Figure 1. Routed clock nets over the placement.
The bar under the picture is 50 µm long.
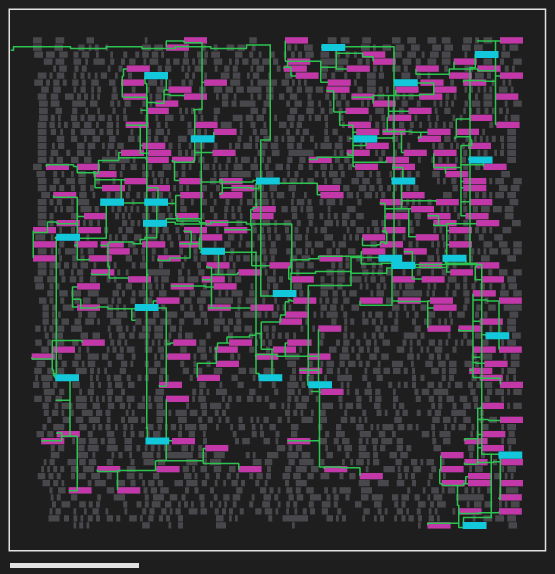
Figure 2. Met3 routing.
The bar under the picture is 50 µm long.
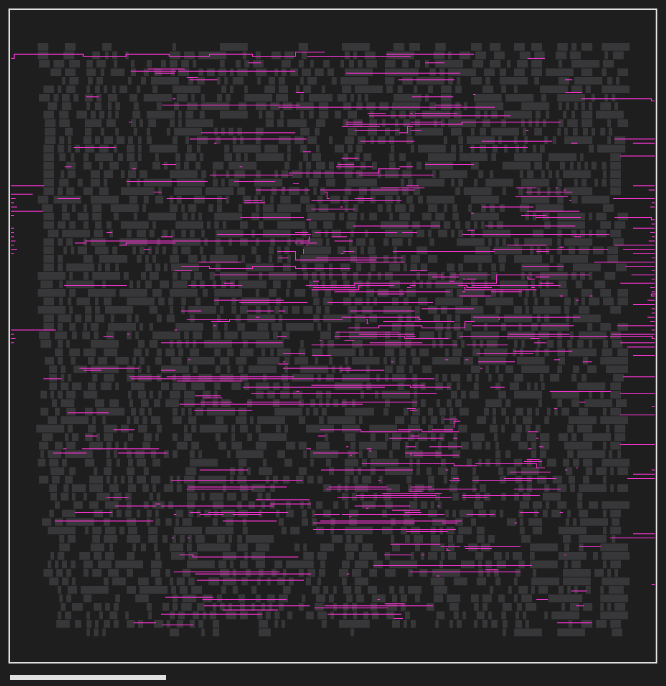
<file path="src/rtl/md_pkg.sv">
// Shared definitions for the EX-stage multiply/divide unit.
package md_pkg;

  localparam int unsigned WIDTH = 32;
  // One radix-2 step per operand bit.
  localparam int unsigned ITERS = WIDTH;

  // MDOpE encodings
  localparam logic [1:0] MD_MULT  = 2'b00;
  localparam logic [1:0] MD_MULTU = 2'b01;
  localparam logic [1:0] MD_DIV   = 2'b10;
  localparam logic [1:0] MD_DIVU  = 2'b11;

  typedef enum logic [1:0] {
    StIdle,
    StRun,
    StFix
  } md_state_e;

  function automatic logic op_is_signed(logic [1:0] op);
    return (op == MD_MULT) || (op == MD_DIV);
  endfunction

  function automatic logic op_is_div(logic [1:0] op);
    return op[1];
  endfunction

endpackage

</file>
<file path="src/rtl/ex_muldiv_unit_if.sv">
// Handshake and data bundle between the pipeline/hazard logic and the mul/div unit.
interface ex_muldiv_unit_if;
  import md_pkg::*;

  logic             StartE;
  logic [1:0]       MDOpE;
  logic [WIDTH-1:0] SrcAE;
  logic [WIDTH-1:0] SrcBE;
  logic             WrHiE;
  logic             WrLoE;
  logic             AbortE;
  logic [WIDTH-1:0] HI;
  logic [WIDTH-1:0] LO;
  logic             BusyE;
  logic             DoneE;
  logic             DivZero;

  modport master (
    output StartE, MDOpE, SrcAE, SrcBE, WrHiE, WrLoE, AbortE,
    input  HI, LO, BusyE, DoneE, DivZero
  );

  modport slave (
    input  StartE, MDOpE, SrcAE, SrcBE, WrHiE, WrLoE, AbortE,
    output HI, LO, BusyE, DoneE, DivZero
  );

endinterface

</file>
<file path="src/rtl/md_iter_core.sv">
// Radix-2 iteration datapath: 64-bit accumulator doing one shift-add (mul) or
// restoring shift-subtract (div) step per enabled cycle. Operands are magnitudes.
module md_iter_core
  import md_pkg::*;
(
  input  logic               clk_i,
  input  logic               rst_ni,
  input  logic               load_i,   // seed accumulator with {0, init_i}
  input  logic               step_i,   // perform one iteration
  input  logic               is_div_i,
  input  logic [WIDTH-1:0]   init_i,   // multiplier (mul) or dividend (div)
  input  logic [WIDTH-1:0]   opnd_i,   // multiplicand (mul) or divisor (div)
  output logic [2*WIDTH-1:0] acc_o
);

  logic [2*WIDTH-1:0] acc_q, acc_d;
  logic [WIDTH:0]     mul_sum;
  logic [WIDTH:0]     div_diff;
  logic [2*WIDTH-1:0] mul_next;
  logic [2*WIDTH-1:0] div_next;

  // One step of each algorithm; select by operation.
  always_comb begin
    // Mul: conditionally add multiplicand into upper half, then shift right with carry.
    mul_sum  = {1'b0, acc_q[2*WIDTH-1:WIDTH]} + (acc_q[0] ? {1'b0, opnd_i} : '0);
    mul_next = {mul_sum, acc_q[WIDTH-1:1]};
    // Div: shift remainder left by one, trial-subtract; bit WIDTH of diff is the borrow.
    div_diff = acc_q[2*WIDTH-1:WIDTH-1] - {1'b0, opnd_i};
    if (!div_diff[WIDTH]) begin
      div_next = {div_diff[WIDTH-1:0], acc_q[WIDTH-2:0], 1'b1};
    end else begin
      div_next = {acc_q[2*WIDTH-2:0], 1'b0};
    end

    acc_d = acc_q;
    if (load_i) begin
      acc_d = {{WIDTH{1'b0}}, init_i};
    end else if (step_i) begin
      acc_d = is_div_i ? div_next : mul_next;
    end
  end

  // Accumulator register.
  always_ff @(posedge clk_i or negedge rst_ni) begin
    if (!rst_ni) begin
      acc_q <= '0;
    end else begin
      acc_q <= acc_d;
    end
  end

  assign acc_o = acc_q;

endmodule

</file>
<file path="src/rtl/ex_muldiv_unit.sv">
// EX-stage iterative multiply/divide unit owning the architectural HI/LO registers.
// Parent handles sign magnitudes, the IDLE/RUN/FIX sequencing and HI/LO updates;
// md_iter_core does the per-bit arithmetic.
module ex_muldiv_unit
  import md_pkg::*;
(
  input  logic               clk,
  input  logic               rst_n,
  ex_muldiv_unit_if.slave    md
);

  localparam int unsigned CntW = $clog2(ITERS);

  md_state_e          state_q, state_d;
  logic [CntW-1:0]    cnt_q, cnt_d;
  logic               is_div_q, is_div_d;
  logic               a_neg_q, a_neg_d;
  logic               b_neg_q, b_neg_d;
  logic               dz_q, dz_d;       // in-flight op is a divide by zero
  logic [WIDTH-1:0]   opnd_q, opnd_d;   // multiplicand or divisor magnitude
  logic [WIDTH-1:0]   raw_a_q, raw_a_d; // unmodified dividend for div-by-zero HI
  logic [WIDTH-1:0]   hi_q, hi_d;
  logic [WIDTH-1:0]   lo_q, lo_d;
  logic               done_q, done_d;
  logic               divzero_q, divzero_d;

  logic               in_signed, in_div, in_a_neg, in_b_neg, in_dz;
  logic [WIDTH-1:0]   in_a_mag, in_b_mag;
  logic               start_ok;
  logic               core_step;
  logic [2*WIDTH-1:0] acc;
  logic [2*WIDTH-1:0] prod;
  logic [WIDTH-1:0]   quot, rem;

  // Decode the incoming request and form operand magnitudes.
  always_comb begin
    in_signed = op_is_signed(md.MDOpE);
    in_div    = op_is_div(md.MDOpE);
    in_a_neg  = in_signed & md.SrcAE[WIDTH-1];
    in_b_neg  = in_signed & md.SrcBE[WIDTH-1];
    // -0x80000000 wraps to itself, which is the correct unsigned magnitude.
    in_a_mag  = in_a_neg ? -md.SrcAE : md.SrcAE;
    in_b_mag  = in_b_neg ? -md.SrcBE : md.SrcBE;
    in_dz     = in_div && (md.SrcBE == '0);
    start_ok  = (state_q == StIdle) && md.StartE && !md.AbortE;
    core_step = (state_q == StRun) && !md.AbortE;
  end

  md_iter_core u_core (
    .clk_i    (clk),
    .rst_ni   (rst_n),
    .load_i   (start_ok),
    .step_i   (core_step),
    .is_div_i (is_div_q),
    .init_i   (in_div ? in_a_mag : in_b_mag),
    .opnd_i   (opnd_q),
    .acc_o    (acc)
  );

  // Sign-corrected results taken from the finished accumulator.
  always_comb begin
    prod = (a_neg_q ^ b_neg_q) ? -acc : acc;
    quot = (a_neg_q ^ b_neg_q) ? -acc[WIDTH-1:0] : acc[WIDTH-1:0];
    rem  = a_neg_q ? -acc[2*WIDTH-1:WIDTH] : acc[2*WIDTH-1:WIDTH];
  end

  // Sequencer next-state and HI/LO update logic.
  always_comb begin
    state_d   = state_q;
    cnt_d     = cnt_q;
    is_div_d  = is_div_q;
    a_neg_d   = a_neg_q;
    b_neg_d   = b_neg_q;
    dz_d      = dz_q;
    opnd_d    = opnd_q;
    raw_a_d   = raw_a_q;
    hi_d      = hi_q;
    lo_d      = lo_q;
    done_d    = 1'b0;
    divzero_d = divzero_q;

    unique case (state_q)
      StIdle: begin
        if (md.StartE) begin
          // A start (even a suppressed one) blocks same-cycle mthi/mtlo.
          if (!md.AbortE) begin
            is_div_d  = in_div;
            a_neg_d   = in_a_neg;
            b_neg_d   = in_b_neg;
            dz_d      = in_dz;
            opnd_d    = in_div ? in_b_mag : in_a_mag;
            raw_a_d   = md.SrcAE;
            cnt_d     = '0;
            divzero_d = 1'b0;
            state_d   = in_dz ? StFix : StRun;
          end
        end else begin
          if (md.WrHiE) hi_d = md.SrcAE;
          if (md.WrLoE) lo_d = md.SrcAE;
        end
      end

      StRun: begin
        if (md.AbortE) begin
          state_d = StIdle;
        end else if (cnt_q == CntW'(ITERS - 1)) begin
          state_d = StFix;
        end else begin
          cnt_d = cnt_q + CntW'(1);
        end
      end

      StFix: begin
        state_d = StIdle;
        if (!md.AbortE) begin
          done_d = 1'b1;
          if (dz_q) begin
            hi_d      = raw_a_q;
            lo_d      = '1;
            divzero_d = 1'b1;
          end else if (is_div_q) begin
            hi_d = rem;
            lo_d = quot;
          end else begin
            hi_d = prod[2*WIDTH-1:WIDTH];
            lo_d = prod[WIDTH-1:0];
          end
        end
      end

      default: state_d = StIdle;
    endcase
  end

  // Sequencer and architectural state registers.
  always_ff @(posedge clk or negedge rst_n) begin
    if (!rst_n) begin
      state_q   <= StIdle;
      cnt_q     <= '0;
      is_div_q  <= 1'b0;
      a_neg_q   <= 1'b0;
      b_neg_q   <= 1'b0;
      dz_q      <= 1'b0;
      opnd_q    <= '0;
      raw_a_q   <= '0;
      hi_q      <= '0;
      lo_q      <= '0;
      done_q    <= 1'b0;
      divzero_q <= 1'b0;
    end else begin
      state_q   <= state_d;
      cnt_q     <= cnt_d;
      is_div_q  <= is_div_d;
      a_neg_q   <= a_neg_d;
      b_neg_q   <= b_neg_d;
      dz_q      <= dz_d;
      opnd_q    <= opnd_d;
      raw_a_q   <= raw_a_d;
      hi_q      <= hi_d;
      lo_q      <= lo_d;
      done_q    <= done_d;
      divzero_q <= divzero_d;
    end
  end

  assign md.HI      = hi_q;
  assign md.LO      = lo_q;
  assign md.BusyE   = (state_q != StIdle);
  assign md.DoneE   = done_q;
  assign md.DivZero = divzero_q;

endmodule
</file>
<file path="src/flat_wrapper.sv">
// flat-port wrapper written by rule: the top's interface ports become plain ports
module ex_muldiv_unit_flat import md_pkg::*;
  (clk, rst_n, md_StartE, md_MDOpE, md_SrcAE, md_SrcBE, md_WrHiE, md_WrLoE, md_AbortE, md_HI, md_LO, md_BusyE, md_DoneE, md_DivZero);
  ex_muldiv_unit_if md_i ();
  input  logic clk;
  input  logic rst_n;
  input wire logic [$bits(md_i.StartE)-1:0] md_StartE;
  input wire logic [$bits(md_i.MDOpE)-1:0] md_MDOpE;
  input wire logic [$bits(md_i.SrcAE)-1:0] md_SrcAE;
  input wire logic [$bits(md_i.SrcBE)-1:0] md_SrcBE;
  input wire logic [$bits(md_i.WrHiE)-1:0] md_WrHiE;
  input wire logic [$bits(md_i.WrLoE)-1:0] md_WrLoE;
  input wire logic [$bits(md_i.AbortE)-1:0] md_AbortE;
  output wire logic [$bits(md_i.HI)-1:0] md_HI;
  output wire logic [$bits(md_i.LO)-1:0] md_LO;
  output wire logic [$bits(md_i.BusyE)-1:0] md_BusyE;
  output wire logic [$bits(md_i.DoneE)-1:0] md_DoneE;
  output wire logic [$bits(md_i.DivZero)-1:0] md_DivZero;
  assign md_i.StartE = md_StartE;
  assign md_i.MDOpE = md_MDOpE;
  assign md_i.SrcAE = md_SrcAE;
  assign md_i.SrcBE = md_SrcBE;
  assign md_i.WrHiE = md_WrHiE;
  assign md_i.WrLoE = md_WrLoE;
  assign md_i.AbortE = md_AbortE;
  assign md_HI = md_i.HI;
  assign md_LO = md_i.LO;
  assign md_BusyE = md_i.BusyE;
  assign md_DoneE = md_i.DoneE;
  assign md_DivZero = md_i.DivZero;
  ex_muldiv_unit u_core (.clk(clk), .rst_n(rst_n), .md(md_i));
endmodule
</file>
<file path="config.mk">
export PLATFORM = sky130hd
export DESIGN_NAME = ex_muldiv_unit_flat
export DESIGN_NICKNAME = d
export VERILOG_FILES = /design/src/rtl/md_pkg.sv /design/src/rtl/ex_muldiv_unit_if.sv /design/src/rtl/md_iter_core.sv /design/src/rtl/ex_muldiv_unit.sv /design/src/flat_wrapper.sv
export SDC_FILE = /design/constraint.sdc
export NUM_CORES = 1
export LEC_CHECK = 0
export ABC_CLOCK_PERIOD_IN_PS = 6500
export CAP_MARGIN = 20
export CELL_PAD_IN_SITES_DETAIL_PLACEMENT = 1
export CELL_PAD_IN_SITES_GLOBAL_PLACEMENT = 1
export CORE_AREA = 8 8 199 201
export CTS_BUF_LIST = sky130_fd_sc_hd__clkbuf_8 sky130_fd_sc_hd__clkbuf_16
export DETAILED_ROUTE_END_ITERATION = 6
export DIE_AREA = 0 0 207 209
export PLACE_DENSITY_LB_ADDON = 0.05
export SLEW_MARGIN = 20
export SYNTH_ARGS = -nofsm -noshare
export SYNTH_HDL_FRONTEND = slang
export SYNTH_SLANG_ARGS = --single-unit
export TNS_END_PERCENT = 50
</file>
<file path="constraint.sdc">
create_clock -name clk -period 6.5 [get_ports clk]
set_clock_uncertainty 0.15 [all_clocks]
set_input_delay 1.95 -clock clk [delete_from_list [all_inputs] [get_ports clk]]
set_output_delay 1.95 -clock clk [all_outputs]
set_load 0.01 [all_outputs]
</file>
==> notes.md <==
yosys + openroad results -> fin crit share 0.776, die y size 209 µm, largest net degree at the start of global routing 111, Iteration-0 DRC Markers 1,581, Largest cell class combinational gates, syn avg cell area 7.70 µm², vias in the first global route ~18,000, CTS tree yes, FF-to-FF path depth 14, worst slew pin tran 1.03 ns, Top cells by area dfrtp_1 30%, o21ai_0 7.1%, nand2_1 6.8%, synth-to-layout area growth 14.8%, Highest Signal Layer met4, Final Hold Fails 0, Post-synth top flop dfrtp_1, register area 5130 µm², post-synth top area share 0.297, Worst Setup SP u_core.u_core.acc_o[31], post-CTS setup buffer count 0, Clock Buffer Count 32, PostCTS Resize Cnt 0, # rows 70, outcome completed, Post-Syn Area ~17,000 µm², Yosys warning count 0, CP Class reg -> reg, share of cells above drive strength 1 0.0525, cell count in the Yosys report 2,246, Bufs on Longest Clock Path 3, max reg flops ~64, Crit Reg-Reg Startpoint u_core.u_core.acc_o[31], Max stage delay cell, worst path a211oi_2, register-to-register setup slack 1.46 ns, Final ANT Viol Nets 0
About Figure 1:
[green] clock wires | length: 3,470 µm
[cyan] cells driving clock nets | count: 26
[magenta] flip-flops | count: 205
flops lie: widely spread
routed clock nets: 27

About Figure 2:
share of all routed wire: 7.5%
longest straight run: 97.1 µm
main direction: horizontal

## through the flow
step / cells / area (µm²) / setup WS (ns) / utilization
floorplan: 2246 / 17300 / 2.19 / -
global placement: 2725 / 18900 / 1.30 / 0.522
detailed placement: 2725 / 18900 / 1.15 / 0.522
CTS: 2773 / 19800 / 1.54 / 0.547
global route: 2773 / 19900 / 1.33 / 0.548
finish: 2773 / 19900 / 1.46 / 0.548
## critical path, delay by kind of cell (launching register included)
family	cells	cell delay (ns)
buf+inv	3	0.93
compound gates	6	1.85
simple gates	1	0.21
xor+xnor	1	0.30
flops	1	0.45
fa+ha+maj	2	0.69
mux	1	0.31
## power by group
group	total, mW	switching (mW)	internal [mW]
sequential	2.16	0.583	1.58
combinational	4.58	2.81	1.77
clock	1.59	0.626	0.966
Power figures rest on the tool's default switching activity, not on a simulated workload.
